### src/rtl/rx_pkg.sv
// Shared definitions for the NanEye RX path: capture FSM states and default frame geometry.
package rx_pkg;

  typedef enum logic [2:0] {
    ST_IDLE     = 3'd0,
    ST_ARM      = 3'd1,
    ST_WAIT_SOF = 3'd2,
    ST_CAPTURE  = 3'd3,
    ST_DONE     = 3'd4
  } rx_state_e;

  localparam int unsigned C_ROWS_DEF = 250;
  localparam int unsigned C_COLS_DEF = 250;
  localparam int unsigned C_PIX_DEF  = C_ROWS_DEF * C_COLS_DEF;

  // States in which the deserializer is armed and the link watchdog runs.
  function automatic logic is_framing(rx_state_e s);
    return (s == ST_WAIT_SOF) || (s == ST_CAPTURE);
  endfunction

endpackage

### src/rtl/rx_watchdog.sv
// Stall watchdog: counts enabled cycles since the last clear and flags when the limit is reached.
module rx_watchdog #(
  parameter int unsigned      TMO_W = 24,
  parameter logic [TMO_W-1:0] C_TMO = 24'd3000000
) (
  input  logic clk_i,
  input  logic rst_i,
  input  logic clr_i,
  input  logic en_i,
  output logic expired_o
);

  logic [TMO_W-1:0] cnt_q, cnt_d;
  logic             expired_q;

  // Count holds at the limit so the expire flag stays asserted until cleared.
  always_comb begin
    cnt_d = cnt_q;
    if (clr_i) begin
      cnt_d = '0;
    end else if (en_i && (cnt_q != C_TMO)) begin
      cnt_d = cnt_q + TMO_W'(1);
    end
  end

  always_ff @(posedge clk_i) begin
    if (rst_i) begin
      cnt_q     <= '0;
      expired_q <= 1'b0;
    end else begin
      cnt_q     <= cnt_d;
      expired_q <= (cnt_d == C_TMO);
    end
  end

  assign expired_o = expired_q;

endmodule

### src/rtl/rx_frame_capture_ctrl.sv
// NanEye RX capture sequencer: arms the deserializer, writes pixels into a ping-pong
// frame buffer and hands completed banks to a reader via READY/ACK.
module rx_frame_capture_ctrl
  import rx_pkg::*;
#(
  parameter int unsigned      C_ROWS    = C_ROWS_DEF,
  parameter int unsigned      C_COLS    = C_COLS_DEF,
  parameter int unsigned      ADDR_W    = 16,
  parameter int unsigned      C_ARM_CYC = 4,
  parameter int unsigned      TMO_W     = 24,
  parameter logic [TMO_W-1:0] C_TMO     = 24'd3000000
) (
  input  logic              SCLOCK,
  input  logic              RESET,
  input  logic              CAP_START,
  input  logic              CAP_CONT,
  input  logic              CAP_ABORT,
  input  logic              ERR_CLR,
  output logic              FRAME_SYNC_START,
  input  logic              DEC_RSYNC,
  input  logic [7:0]        PAR_DATA,
  input  logic              PAR_DATA_EN,
  output logic              WR_EN,
  output logic [ADDR_W:0]   WR_ADDR,
  output logic [7:0]        WR_DATA,
  output logic              FRAME_READY,
  output logic              RD_BANK,
  input  logic              FRAME_ACK,
  output logic              BUSY,
  output logic              ERR_TIMEOUT,
  output logic              ERR_COUNT,
  output logic              ERR_DROP,
  output logic [15:0]       FRAME_CNT
);

  localparam int unsigned C_PIX = C_ROWS * C_COLS;
  localparam int unsigned PIX_W = ADDR_W + 1;
  localparam int unsigned ARM_W = (C_ARM_CYC > 1) ? $clog2(C_ARM_CYC) : 1;

  rx_state_e          state_q, state_d;
  logic [ARM_W-1:0]   arm_cnt_q, arm_cnt_d;
  logic [PIX_W-1:0]   pix_cnt_q, pix_cnt_d;
  logic               wr_bank_q, wr_bank_d;
  logic               wr_en_q, wr_en_d;
  logic [ADDR_W:0]    wr_addr_q, wr_addr_d;
  logic [7:0]         wr_data_q, wr_data_d;
  logic               ready_q, ready_d;
  logic               rd_bank_q, rd_bank_d;
  logic [15:0]        frame_cnt_q, frame_cnt_d;
  logic               err_tmo_q, err_tmo_d;
  logic               err_cnt_q, err_cnt_d;
  logic               err_drop_q, err_drop_d;
  logic               fss_q, busy_q;
  logic               wd_clr, wd_en, wd_expired;

  rx_watchdog #(
    .TMO_W (TMO_W),
    .C_TMO (C_TMO)
  ) u_wdog (
    .clk_i     (SCLOCK),
    .rst_i     (RESET),
    .clr_i     (wd_clr),
    .en_i      (wd_en),
    .expired_o (wd_expired)
  );

  always_comb begin
    state_d     = state_q;
    arm_cnt_d   = arm_cnt_q;
    pix_cnt_d   = pix_cnt_q;
    wr_bank_d   = wr_bank_q;
    wr_en_d     = 1'b0;
    wr_addr_d   = wr_addr_q;
    wr_data_d   = wr_data_q;
    ready_d     = ready_q;
    rd_bank_d   = rd_bank_q;
    frame_cnt_d = frame_cnt_q;
    err_tmo_d   = err_tmo_q  & ~ERR_CLR;
    err_cnt_d   = err_cnt_q  & ~ERR_CLR;
    err_drop_d  = err_drop_q & ~ERR_CLR;

    // ACK is applied before any publish in the same cycle.
    if (FRAME_ACK && ready_q) begin
      ready_d = 1'b0;
    end

    if (CAP_ABORT && (state_q != ST_IDLE)) begin
      state_d = ST_IDLE;
    end else if (wd_expired && is_framing(state_q)) begin
      err_tmo_d = 1'b1;
      state_d   = CAP_CONT ? ST_ARM : ST_IDLE;
    end else begin
      case (state_q)
        ST_IDLE: begin
          if (CAP_START) state_d = ST_ARM;
        end
        ST_ARM: begin
          if (arm_cnt_q == ARM_W'(C_ARM_CYC - 1)) begin
            state_d = ST_WAIT_SOF;
          end else begin
            arm_cnt_d = arm_cnt_q + ARM_W'(1);
          end
        end
        ST_WAIT_SOF: begin
          pix_cnt_d = '0;
          if (!DEC_RSYNC) state_d = ST_CAPTURE;
        end
        ST_CAPTURE: begin
          if (PAR_DATA_EN) begin
            if (pix_cnt_q < PIX_W'(C_PIX)) begin
              wr_en_d   = 1'b1;
              wr_addr_d = {wr_bank_q, pix_cnt_q[ADDR_W-1:0]};
              wr_data_d = PAR_DATA;
            end
            if (pix_cnt_q != '1) pix_cnt_d = pix_cnt_q + PIX_W'(1);
          end
          if (DEC_RSYNC) state_d = ST_DONE;
        end
        ST_DONE: begin
          if (pix_cnt_q != PIX_W'(C_PIX)) begin
            err_cnt_d = 1'b1;
          end else if (ready_d) begin
            // Reader still owns the other bank: keep writing into the current one.
            err_drop_d = 1'b1;
          end else begin
            rd_bank_d   = wr_bank_q;
            ready_d     = 1'b1;
            wr_bank_d   = ~wr_bank_q;
            frame_cnt_d = frame_cnt_q + 16'd1;
          end
          state_d = CAP_CONT ? ST_ARM : ST_IDLE;
        end
        default: state_d = ST_IDLE;
      endcase
    end

    if ((state_d == ST_ARM) && (state_q != ST_ARM)) begin
      arm_cnt_d = '0;
    end

    wd_clr = ((state_d == ST_WAIT_SOF) && (state_q != ST_WAIT_SOF)) ||
             ((state_q == ST_CAPTURE) && PAR_DATA_EN);
    wd_en  = is_framing(state_q);
  end

  always_ff @(posedge SCLOCK) begin
    if (RESET) begin
      state_q     <= ST_IDLE;
      arm_cnt_q   <= '0;
      pix_cnt_q   <= '0;
      wr_bank_q   <= 1'b0;
      wr_en_q     <= 1'b0;
      wr_addr_q   <= '0;
      wr_data_q   <= '0;
      ready_q     <= 1'b0;
      rd_bank_q   <= 1'b0;
      frame_cnt_q <= '0;
      err_tmo_q   <= 1'b0;
      err_cnt_q   <= 1'b0;
      err_drop_q  <= 1'b0;
      fss_q       <= 1'b0;
      busy_q      <= 1'b0;
    end else begin
      state_q     <= state_d;
      arm_cnt_q   <= arm_cnt_d;
      pix_cnt_q   <= pix_cnt_d;
      wr_bank_q   <= wr_bank_d;
      wr_en_q     <= wr_en_d;
      wr_addr_q   <= wr_addr_d;
      wr_data_q   <= wr_data_d;
      ready_q     <= ready_d;
      rd_bank_q   <= rd_bank_d;
      frame_cnt_q <= frame_cnt_d;
      err_tmo_q   <= err_tmo_d;
      err_cnt_q   <= err_cnt_d;
      err_drop_q  <= err_drop_d;
      fss_q       <= is_framing(state_d);
      busy_q      <= (state_d != ST_IDLE);
    end
  end

  assign FRAME_SYNC_START = fss_q;
  assign WR_EN            = wr_en_q;
  assign WR_ADDR          = wr_addr_q;
  assign WR_DATA          = wr_data_q;
  assign FRAME_READY      = ready_q;
  assign RD_BANK          = rd_bank_q;
  assign BUSY             = busy_q;
  assign ERR_TIMEOUT      = err_tmo_q;
  assign ERR_COUNT        = err_cnt_q;
  assign ERR_DROP         = err_drop_q;
  assign FRAME_CNT        = frame_cnt_q;

endmodule

### config.mk
export PLATFORM = sky130hd
export DESIGN_NAME = rx_frame_capture_ctrl
export DESIGN_NICKNAME = d
export VERILOG_FILES = /design/src/rtl/rx_pkg.sv /design/src/rtl/rx_watchdog.sv /design/src/rtl/rx_frame_capture_ctrl.sv
export SDC_FILE = /design/constraint.sdc
export NUM_CORES = 1
export LEC_CHECK = 0
export ABC_AREA = 1
export CAP_MARGIN = 20
export CORE_MARGIN = 3
export CORE_UTILIZATION = 55
export CTS_BUF_LIST = sky130_fd_sc_hd__clkbuf_2
export DETAILED_ROUTE_END_ITERATION = 7
export GPL_TIMING_DRIVEN = 0
export HOLD_SLACK_MARGIN = 0.02
export PLACE_DENSITY_LB_ADDON = 0.05
export SLEW_MARGIN = 40
export SYNTH_ARGS = -nofsm -noshare
export SYNTH_HDL_FRONTEND = slang
export SYNTH_SLANG_ARGS = --single-unit
### constraint.sdc
create_clock -name SCLOCK -period 3.1 [get_ports SCLOCK]
set_input_delay 0.62 -clock SCLOCK [delete_from_list [all_inputs] [get_ports SCLOCK]]
set_output_delay 0.62 -clock SCLOCK [all_outputs]
set_load 0.01 [all_outputs]
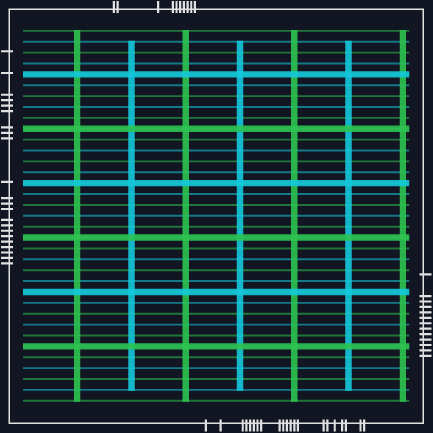
**Above:** PDN straps and rails.
Scale: 4 px per um. Pins as bars on the die edge.
net	colour
VSS	green
VDD	cyan
met1 rails	35
rows	34
met4 straps	7
Die Y-Extent: 103 um
Die X: 103 um
core area: 0.00893 mm2
Peak VDD IR: 0.232 mV

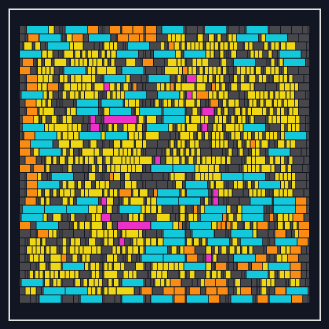
**Above:** placement by cell class.
Scale: 3 px per um. Fill, decap, tap and diode cells in grey.
class	colour	cells	share of their area
other buffers and delay cells	orange	85	13%
flops	cyan	97	32%
combinational and other logic	yellow	667	53%
clock drivers and dummy loads	magenta	16	2.5%
design area: 0.00612 mm2
fraction of area in registers: 31.7%

==> flow_summary.yaml <==
# yosys + openroad results
routing:
  vias_per_cell: 5.43
  ant_nets: 0
  wl_um: 13400
  routedWlPerCell_um: 13.8
  drc: 0
  drtIter0Drc: 298
  vias: 5286
  first_pass_iters: 5
final_timing:
  hold_viol: 0
  max_slew_margin_pct: 61.7
  rsz0062_at_grt: "no"
  finalSetupViolations: 0
  setup_ws_ns: 0.261
  hold_ws_ns: 0.463
  finalClockPeriodUsage_pct: 91.6
  post-route-min-period_ns: 2.84
  skew_ns: 0.0336
  fmax_mhz: 352
  worstMarginPinSlew_ns: 0.575
  slew_viol_final: 0
  setup_tns_ns: 0
power_and_ir_drop:
  intPower_mw: 1.57
  p_leak_nw: 2.31
  powerDensity_mw_per_mm2: 340
  combPwrFrac_pct: 4.5
  total_power_mw: 2.08
  power_switching_mw: 0.508
  switching_share_pct: 24.4
  p_seq_share_pct: 60.6
  power.share.clock_pct: 35.0
floorplanning:
  rows: 34
  die_area_mm2: 0.0106
  pin_count: 66
  fp_util_pct: 58.1
setup_path:
  critPathMostFrequentCell: "inv_1"
  end_kind: "flip-flop"
  path_depth: 14
  reg2reg_depth: 14
  startpoint_type: "flip-flop"
  cp_top_family: "simple AND/OR/NAND/NOR gates"
  worstReg2RegStart: "pix_cnt_q[9]$_SDFFE_PP0P_"
  cp.arrival_ns: 3.35
  timing.rr.end: "pix_cnt_q[16]$_SDFFE_PP0P_"
  cp.buffers_inverters: 4
  path_cells: "inv_1, nor3_1, nand3_1, nor4_1, ha_1, inv_1, nand2_1, a21oi_1, nand2_2, o21ai_1, inv_1, buf_2, o21ai_0, a21oi_1"
  cp_max_fo: 10
  worstSetupPathType: "reg -> reg"
  reg2reg_slack_ns: 0.26
  critPathMaxStageDelay_ns: 0.50
  worst_path_max_delay_cell: "dfxtp_1"
  crit_path_end: "pix_cnt_q[16]$_SDFFE_PP0P_"
  required_ns: 3.61
  cp-startpoint: "pix_cnt_q[9]$_SDFFE_PP0P_"
synthesis:
  synth.distinct_cells: 45
  synthCells: 784
  synth_flops: 97
  ys_cells: 784
  avgSynthCellArea_um2: 6.62
  ys_seq_share_pct: 37.4
  yosys_warnings: 0
  fp_nets: 808
  synth_area_mm2: 0.00519
  yosys_area_mm2: 0.00519
cts:
  htreeDepth: 3
  cts_buffers: 9
  cts_root_buffer: "clkbuf_2"
  post_cts_buffers: 0
  cts_tree: "yes"
  cts_resized: 0
  clock_path_buffers: 2
  cts.sinks: 97
  clkTransAtPathRegs_ns: 0.27
  cts_hold_buf: 0
  worstSkewPairLatency_ns: 0.58
placement:
  placedCellCount: 957
  dpl_cell_area_mm2: 0.00597
  dp_hpwl_um: 10300
  place.gp.congestion: 0.984
  portBuffers: 65
  dp_slack_ns: 0.412
global_routing:
  grt-busiest-layer: "met2"
  gr-usage-met1_pct: 36.0
  gr-usage-met2_pct: 41.4
  grtUsageTotal_pct: 26.2
  grt_pass1_vias: 4875
  grt_overflow_total: 0
  antenna_found_initial: 0
  grt_pass1_wl_um: 22300
  grt_max_degree: 18
  grt_util_met3_pct: 3.86
final_layout:
  synthToLayoutAreaGrowth_pct: 18.0
  finish.utilization_pct: 68.5
  n_antenna_cell: 0
  fill_cells: 805
  layout.cells.non_filler: 973
  drive_gt1_share_pct: 7.28
  num-nets-final: 884
flow_run:
  tool_warnings: 28
  maxCapViolCount: 0
worst_hold_path:
  hold_end: "WR_DATA[1]$_SDFFE_PP0P_"
  hold_path_startpoint: "WR_DATA[1]$_SDFFE_PP0P_"
  holdPathStages: 2
  hold_path.class: "reg -> reg"
status:
  status: "completed"
==> final cells by class <==
type                    count  area [um2]  area share (%)
multi-input cells         569        2780            45.4
flip-flops and latches     97        1940            31.7
repair buffers             65         651            10.6
inverters                  98         370            6.05
well taps                 108         135            2.21
clock inverters             7         103            1.68
plain buffers              20        98.8            1.61
clock buffers               9        45.0           0.736
==> power groups by stage <==
stage               Combinational [mW]  Sequential [mW]  Clock, mW
finish                          0.0927             1.26      0.728
global route                     0.102             1.26      0.797
CTS                             0.0926             1.26      0.744
detailed placement              0.0921             1.28          0
global placement                0.0896             1.28          0
floorplan                       0.0501             1.28          0
==> placed cells by master (no fill, tap or decap), drive strengths merged <==
cell type	count
nor2	124
o21a	1
ha	7
and3	1
and2	2
nor4	5
nand2	201
o31ai	1
clkdlybuf4s50	65
clkinv	4
a22oi	1
buf	7
o21bai	1
a211oi	3
mux2i	1
dfxtp	97
a21oi	62
o211ai	1
nand3b	3
clkbuf	22
nand3	49
a31oi	1
nor3	21
a21o	1
inv	99
xnor2	7
xor2	12
o21ai	46
nand4	17
nor4b	1
bufinv	2
==> routing by layer <==
layer | up-vias | routed length, um
li1 | 2668 | -
met1 | 2395 | 5990
met2 | 193 | 6130
met3 | 30 | 1010
met4 | 0 | 320
met5 | - | 0
==> sequential cells by signal (all words and copies together) (netlist names) <==
signal / count
WR_ADDR: 17
ERR_COUNT: 1
BUSY: 1
FRAME_CNT: 16
u_wdog.cnt_q: 24
ERR_DROP: 1
ERR_TIMEOUT: 1
pix_cnt_q: 17
WR_EN: 1
FRAME_READY: 1
WR_DATA: 8
state_q: 3
RD_BANK: 1
u_wdog.expired_o: 1
FRAME_SYNC_START: 1
wr_bank_q: 1
arm_cnt_q: 2
==> worst register-to-register path, cell delays in order, from the launching register on <==
cell     delay (ns)
dfxtp_1        0.50
inv_1          0.11
nor3_1         0.49
nand3_1        0.14
nor4_1         0.26
ha_1           0.20
inv_1          0.04
nand2_1        0.05
a21oi_1        0.07
nand2_2        0.09
o21ai_1        0.16
inv_1          0.17
buf_2          0.24
o21ai_0        0.13
a21oi_1        0.14
==> cell families after synthesis <==
| family | count (synthesis) | share of synthesized area, % |
|---|---|---|
| multiplexers | 1 | 0.193 |
| AND/OR/NAND/NOR | 424 | 36.5 |
| flip-flops | 97 | 37.4 |
| XOR/XNOR | 19 | 3.21 |
| buffers and inverters | 118 | 9.04 |
| adder cells (fa/ha/maj) | 7 | 1.69 |
| AND-OR/OR-AND | 118 | 11.9 |
==> cell usage after synthesis (all sizes together) <==
cell	n	area, um2
nor2	124	515
nor4b	1	8.76
a21oi	62	310
xnor2	7	61.3
mux2i	1	10.0
dfxtp	97	1940
nor4	5	31.3
o211ai	1	7.51
o21ai	46	234
nand3	49	260
xor2	12	105
nand3b	3	22.5
a22oi	1	7.51
o31ai	1	7.51
o21a	1	7.51
inv	97	367
and3	1	6.26
a31oi	1	6.26
nand4	17	113
a211oi	3	22.5
clkbuf	13	50.0
a21o	1	7.51
ha	7	87.6
and2	2	12.5
o21bai	1	7.51
nor3	21	141
clkinv	1	3.75
buf	7	48.8
nand2	201	785
Power and IR drop assume default switching activity.
